$ cat src/rtl/inverse_linear_interpolation_if.sv
// Request/response bundle for the inverse linear interpolator.
// The master drives the segment and target ordinate and consumes the result.
// The slave (the interpolator) answers with the computed abscissa.
interface inverse_linear_interpolation_if #(
  parameter int DATA_WIDTH = 16
);
  logic [DATA_WIDTH-1:0] x0;
  logic [DATA_WIDTH-1:0] y0;
  logic [DATA_WIDTH-1:0] x1;
  logic [DATA_WIDTH-1:0] y1;
  logic [DATA_WIDTH-1:0] y;
  logic                  in_valid;
  logic                  in_ready;
  logic [DATA_WIDTH-1:0] x;
  logic                  out_valid;
  logic                  out_ready;
  logic                  degenerate;
  logic                  clamped;

  modport master (
    output x0, y0, x1, y1, y, in_valid, out_ready,
    input  in_ready, x, out_valid, degenerate, clamped
  );

  modport slave (
    input  x0, y0, x1, y1, y, in_valid, out_ready,
    output in_ready, x, out_valid, degenerate, clamped
  );
endinterface

$ cat src/rtl/inverse_linear_interpolation.sv
// Inverse linear interpolation: given segment (x0,y0)-(x1,y1) and ordinate y,
// returns x = x0 + sgn(x1-x0) * floor(|y-y0|*|x1-x0| / |y1-y0|).
// Endpoint, out-of-range and flat segments short-circuit the divider; all
// other requests run a bit-serial restoring divider, one quotient bit per cycle.
module inverse_linear_interpolation #(
  parameter int DATA_WIDTH = 16
) (
  input logic                           clk,
  input logic                           rst,
  inverse_linear_interpolation_if.slave bus
);

  localparam int PROD_W = 2 * DATA_WIDTH;
  localparam int CNT_W  = $clog2(DATA_WIDTH + 1);
  localparam logic [CNT_W-1:0] LAST_CNT = CNT_W'(DATA_WIDTH - 1);

  typedef enum logic [1:0] {
    IDLE  = 2'd0,
    SETUP = 2'd1,
    DIV   = 2'd2,
    DONE  = 2'd3
  } state_t;

  state_t state_r;
  state_t next_state_s;

  // Captured request operands
  logic [DATA_WIDTH-1:0] x0_r, y0_r, x1_r, y1_r, y_r;

  // Divider state: partial remainder, unconsumed low product bits, quotient
  logic [DATA_WIDTH-1:0] rem_r;
  logic [DATA_WIDTH-1:0] lo_r;
  logic [DATA_WIDTH-2:0] quo_r;
  logic [CNT_W-1:0]      cnt_r;

  // Result registers
  logic [DATA_WIDTH-1:0] x_r;
  logic                  degenerate_r;
  logic                  clamped_r;

  // Setup-stage derived values
  logic [DATA_WIDTH-1:0] dy_abs_s, dyy_abs_s, dx_abs_s;
  logic [DATA_WIDTH-1:0] y_lo_s, y_hi_s;
  logic                  dx_neg_s;
  logic                  bypass_s;
  logic [DATA_WIDTH-1:0] bypass_x_s;
  logic                  bypass_deg_s;
  logic                  bypass_clamp_s;
  logic [PROD_W-1:0]     product_s;

  // Divider-step values
  logic [DATA_WIDTH:0]   trial_s;
  logic                  ge_s;
  logic [DATA_WIDTH-1:0] rem_next_s;
  logic [DATA_WIDTH-1:0] q_final_s;
  logic [DATA_WIDTH-1:0] div_x_s;

  // Magnitudes, direction and short-circuit classification of the captured request
  always_comb begin
    dy_abs_s       = '0;
    dyy_abs_s      = '0;
    dx_abs_s       = '0;
    y_lo_s         = '0;
    y_hi_s         = '0;
    bypass_s       = 1'b0;
    bypass_x_s     = x0_r;
    bypass_deg_s   = 1'b0;
    bypass_clamp_s = 1'b0;
    dx_neg_s       = (x1_r < x0_r);

    if (y1_r >= y0_r) begin
      dy_abs_s = y1_r - y0_r;
      y_lo_s   = y0_r;
      y_hi_s   = y1_r;
    end else begin
      dy_abs_s = y0_r - y1_r;
      y_lo_s   = y1_r;
      y_hi_s   = y0_r;
    end

    if (y_r >= y0_r) begin
      dyy_abs_s = y_r - y0_r;
    end else begin
      dyy_abs_s = y0_r - y_r;
    end

    if (dx_neg_s) begin
      dx_abs_s = x0_r - x1_r;
    end else begin
      dx_abs_s = x1_r - x0_r;
    end

    if (y0_r == y1_r) begin
      bypass_s     = 1'b1;
      bypass_x_s   = x0_r;
      bypass_deg_s = 1'b1;
    end else if ((y_r > y_hi_s) || (y_r < y_lo_s)) begin
      // Outside the segment: snap to whichever endpoint lies on y's side
      bypass_s       = 1'b1;
      bypass_clamp_s = 1'b1;
      if ((y_r > y_hi_s) == (y1_r > y0_r)) begin
        bypass_x_s = x1_r;
      end else begin
        bypass_x_s = x0_r;
      end
    end else if (y_r == y0_r) begin
      bypass_s   = 1'b1;
      bypass_x_s = x0_r;
    end else if (y_r == y1_r) begin
      bypass_s   = 1'b1;
      bypass_x_s = x1_r;
    end else begin
      bypass_s = 1'b0;
    end
  end

  assign product_s = PROD_W'(dyy_abs_s) * PROD_W'(dx_abs_s);

  // One restoring-division step; the remainder always stays below |dy|
  always_comb begin
    trial_s = {rem_r, lo_r[DATA_WIDTH-1]};
    ge_s    = (trial_s >= {1'b0, dy_abs_s});
    if (ge_s) begin
      rem_next_s = trial_s[DATA_WIDTH-1:0] - dy_abs_s;
    end else begin
      rem_next_s = trial_s[DATA_WIDTH-1:0];
    end
    q_final_s = {quo_r, ge_s};
    if (dx_neg_s) begin
      div_x_s = x0_r - q_final_s;
    end else begin
      div_x_s = x0_r + q_final_s;
    end
  end

  // State register
  always_ff @(posedge clk) begin
    if (rst) begin
      state_r <= IDLE;
    end else begin
      state_r <= next_state_s;
    end
  end

  // Next-state decode
  always_comb begin
    next_state_s = state_r;
    case (state_r)
      IDLE: begin
        if (bus.in_valid) begin
          next_state_s = SETUP;
        end else begin
          next_state_s = IDLE;
        end
      end
      SETUP: begin
        if (bypass_s) begin
          next_state_s = DONE;
        end else begin
          next_state_s = DIV;
        end
      end
      DIV: begin
        if (cnt_r == LAST_CNT) begin
          next_state_s = DONE;
        end else begin
          next_state_s = DIV;
        end
      end
      DONE: begin
        if (bus.out_ready) begin
          next_state_s = IDLE;
        end else begin
          next_state_s = DONE;
        end
      end
      default: begin
        next_state_s = IDLE;
      end
    endcase
  end

  // Handshake and result outputs
  always_comb begin
    bus.in_ready   = 1'b0;
    bus.out_valid  = 1'b0;
    bus.x          = x_r;
    bus.degenerate = degenerate_r;
    bus.clamped    = clamped_r;
    case (state_r)
      IDLE:    bus.in_ready  = 1'b1;
      DONE:    bus.out_valid = 1'b1;
      default: bus.in_ready  = 1'b0;
    endcase
  end

  // Operand capture, divider iteration and result update
  always_ff @(posedge clk) begin
    if (rst) begin
      x0_r         <= '0;
      y0_r         <= '0;
      x1_r         <= '0;
      y1_r         <= '0;
      y_r          <= '0;
      rem_r        <= '0;
      lo_r         <= '0;
      quo_r        <= '0;
      cnt_r        <= '0;
      x_r          <= '0;
      degenerate_r <= 1'b0;
      clamped_r    <= 1'b0;
    end else begin
      case (state_r)
        IDLE: begin
          if (bus.in_valid) begin
            x0_r <= bus.x0;
            y0_r <= bus.y0;
            x1_r <= bus.x1;
            y1_r <= bus.y1;
            y_r  <= bus.y;
          end
        end
        SETUP: begin
          // Quotient fits DATA_WIDTH bits, so the high product half is already below |dy|
          rem_r <= product_s[PROD_W-1:DATA_WIDTH];
          lo_r  <= product_s[DATA_WIDTH-1:0];
          quo_r <= '0;
          cnt_r <= '0;
          if (bypass_s) begin
            x_r          <= bypass_x_s;
            degenerate_r <= bypass_deg_s;
            clamped_r    <= bypass_clamp_s;
          end
        end
        DIV: begin
          rem_r <= rem_next_s;
          lo_r  <= {lo_r[DATA_WIDTH-2:0], 1'b0};
          quo_r <= q_final_s[DATA_WIDTH-2:0];
          cnt_r <= cnt_r + CNT_W'(1);
          if (cnt_r == LAST_CNT) begin
            x_r          <= div_x_s;
            degenerate_r <= 1'b0;
            clamped_r    <= 1'b0;
          end
        end
        DONE: begin
          cnt_r <= cnt_r;
        end
        default: begin
          cnt_r <= '0;
        end
      endcase
    end
  end

endmodule

$ cat src/flat_wrapper.sv
// flat-port wrapper written by rule: the top's interface ports become plain ports
module inverse_linear_interpolation_flat 
#(
  parameter int DATA_WIDTH = 16
)
  (clk, rst, bus_x0, bus_y0, bus_x1, bus_y1, bus_y, bus_in_valid, bus_out_ready, bus_in_ready, bus_x, bus_out_valid, bus_degenerate, bus_clamped);
  inverse_linear_interpolation_if #(.DATA_WIDTH(DATA_WIDTH)) bus_i ();
  input logic clk;
  input logic rst;
  input wire logic [$bits(bus_i.x0)-1:0] bus_x0;
  input wire logic [$bits(bus_i.y0)-1:0] bus_y0;
  input wire logic [$bits(bus_i.x1)-1:0] bus_x1;
  input wire logic [$bits(bus_i.y1)-1:0] bus_y1;
  input wire logic [$bits(bus_i.y)-1:0] bus_y;
  input wire logic [$bits(bus_i.in_valid)-1:0] bus_in_valid;
  input wire logic [$bits(bus_i.out_ready)-1:0] bus_out_ready;
  output wire logic [$bits(bus_i.in_ready)-1:0] bus_in_ready;
  output wire logic [$bits(bus_i.x)-1:0] bus_x;
  output wire logic [$bits(bus_i.out_valid)-1:0] bus_out_valid;
  output wire logic [$bits(bus_i.degenerate)-1:0] bus_degenerate;
  output wire logic [$bits(bus_i.clamped)-1:0] bus_clamped;
  assign bus_i.x0 = bus_x0;
  assign bus_i.y0 = bus_y0;
  assign bus_i.x1 = bus_x1;
  assign bus_i.y1 = bus_y1;
  assign bus_i.y = bus_y;
  assign bus_i.in_valid = bus_in_valid;
  assign bus_i.out_ready = bus_out_ready;
  assign bus_in_ready = bus_i.in_ready;
  assign bus_x = bus_i.x;
  assign bus_out_valid = bus_i.out_valid;
  assign bus_degenerate = bus_i.degenerate;
  assign bus_clamped = bus_i.clamped;
  inverse_linear_interpolation #(.DATA_WIDTH(DATA_WIDTH)) u_core (.clk(clk), .rst(rst), .bus(bus_i));
endmodule
$ cat config.mk
export PLATFORM = sky130hd
export DESIGN_NAME = inverse_linear_interpolation_flat
export DESIGN_NICKNAME = d
export VERILOG_FILES = /design/src/rtl/inverse_linear_interpolation_if.sv /design/src/rtl/inverse_linear_interpolation.sv /design/src/flat_wrapper.sv
export SDC_FILE = /design/constraint.sdc
export NUM_CORES = 1
export LEC_CHECK = 0
export ABC_AREA = 1
export CORE_MARGIN = 2
export CORE_UTILIZATION = 60
export CTS_CLUSTER_DIAMETER = 200
export DETAILED_ROUTE_END_ITERATION = 12
export PLACE_DENSITY = 0.79
export SLEW_MARGIN = 30
export SYNTH_ARGS = -nofsm -noshare
export SYNTH_HDL_FRONTEND = slang
export SYNTH_SLANG_ARGS = --single-unit
$ cat constraint.sdc
create_clock -name clk -period 8 [get_ports clk]
set_input_delay 2.4 -clock clk [delete_from_list [all_inputs] [get_ports clk]]
set_output_delay 2.4 -clock clk [all_outputs]
set_load 0.005 [all_outputs]
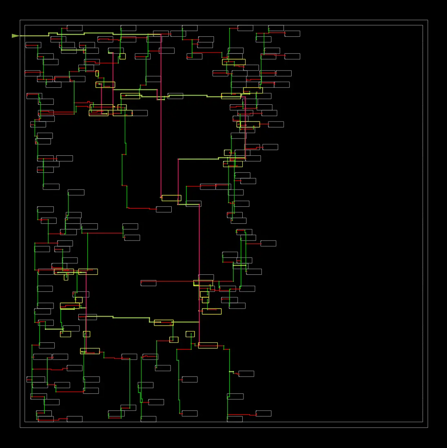
clocks.png
clock insertion delay at the later pin of the skew report: 0.46 ns
total clock sinks: 152

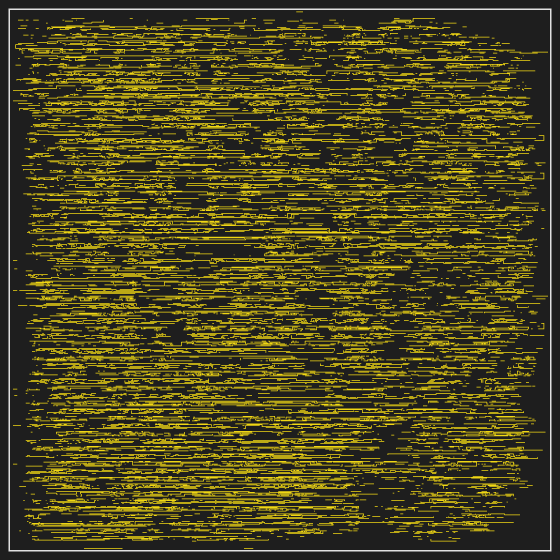
layer_met1.png
main direction = horizontal
wire length on this layer = 29.0 mm
longest straight run = 76.8 µm
share of all routed wire = 40%
nets with wire on the layer = 3595
grt met1 use: 49.2%
wire length reported by the detailed router: 71700 µm
total number of vias: 22178

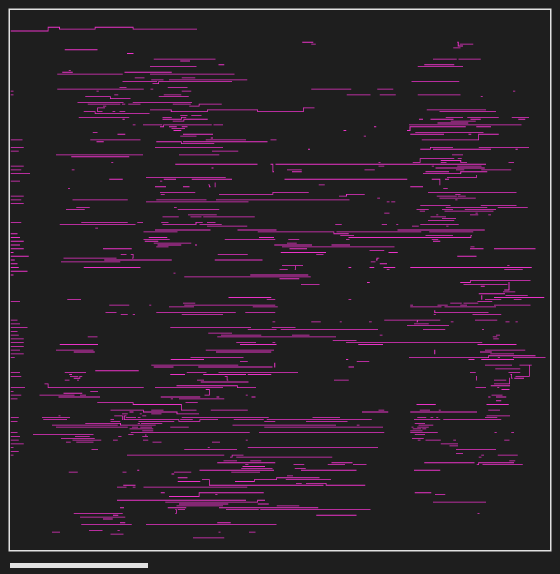
layer_met3.png
Bar = 50 µm.
main direction = horizontal
nets with wire on the layer = 434
met3 capacity usage during global routing: 5.94%

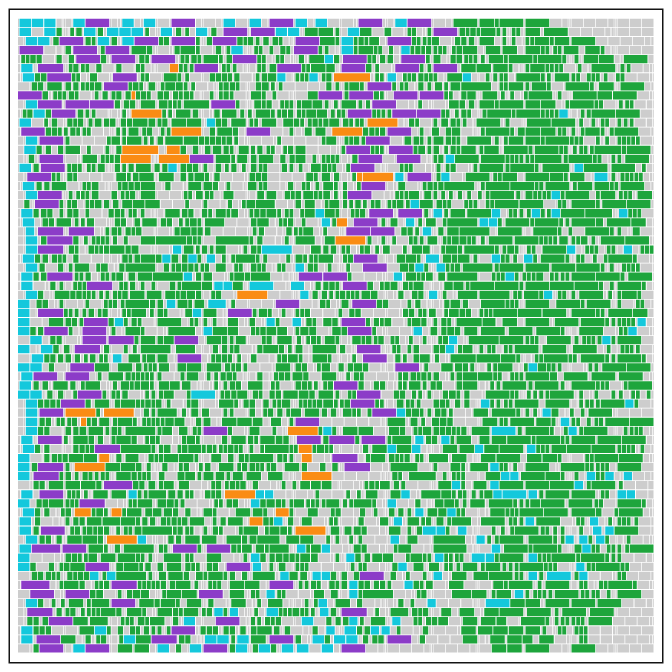
placement_by_type.png
Fill, decap, tap and diode cells in gray.
purple -> flops  # cells 152, share of their area 12%
orange -> clock drivers and dummy loads  # cells 32, share of their area 2.4%
green -> combinational and other logic  # cells 2891, share of their area 76%
cyan -> other buffers and delay cells  # cells 259, share of their area 9.2%
total core area: 36300 µm²
flop share of the area: 11.9%

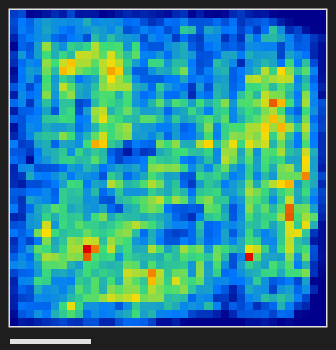
metal_density.png
Bar = 50 µm. 39 x 39 tiles, from dark blue (low) to red (high), scaled to the fullest tile. Values are wire area over tile area, all layers added.
mean over tiles = 0.31
fullest tile = 0.89
nearly empty tiles = 3.4%
tiles over half the peak = 21%
densest ninth of the die = right middle
average wire per cell in the routed design: 18.9 µm
all-layer global routing usage: 37.6%

==> impl_metrics.env <==
# implementation run metrics
export IMPL_run_status="completed"
export IMPL_ioPinCount=104
export IMPL_reg_clk_slew_reported_paths_ns=0.08
export IMPL_synth_top_area_share_pct=18.4
export IMPL_log_warning_count=75
export IMPL_die_area_um2=38300
export IMPL_insertedDiodeCount=0
export IMPL_final_core_density_pct=71.1
export IMPL_timing_final_setup_violations=0
export IMPL_clock_tree_root_cell="sky130_fd_sc_hd__clkbuf_16"
export IMPL_route_top_layer_used="met4"
export IMPL_worst_slew_pin_slew_ns=0.873
export IMPL_timing_final_crit_share_pct=97.1
export IMPL_area_share_nonclk_buffers_pct=8.98
export IMPL_comb_cells=2374
export IMPL_fillerInstances=3037
export IMPL_top_usage_layer="met2"
-- cells in the final DEF (no fill, tap or decap), drive strengths merged, types with 17 or more instances in the layout --
cell type      instances
a21oi                290
ha                   266
xnor2                 31
o21ai                302
nand4                 36
clkdlybuf4s50        103
nor3                  17
xor2                  65
buf                  155
inv                  518
nand2                693
nand3                 83
dfxtp                152
clkbuf                20
nor2                 271
fa                   202
a31oi                 20
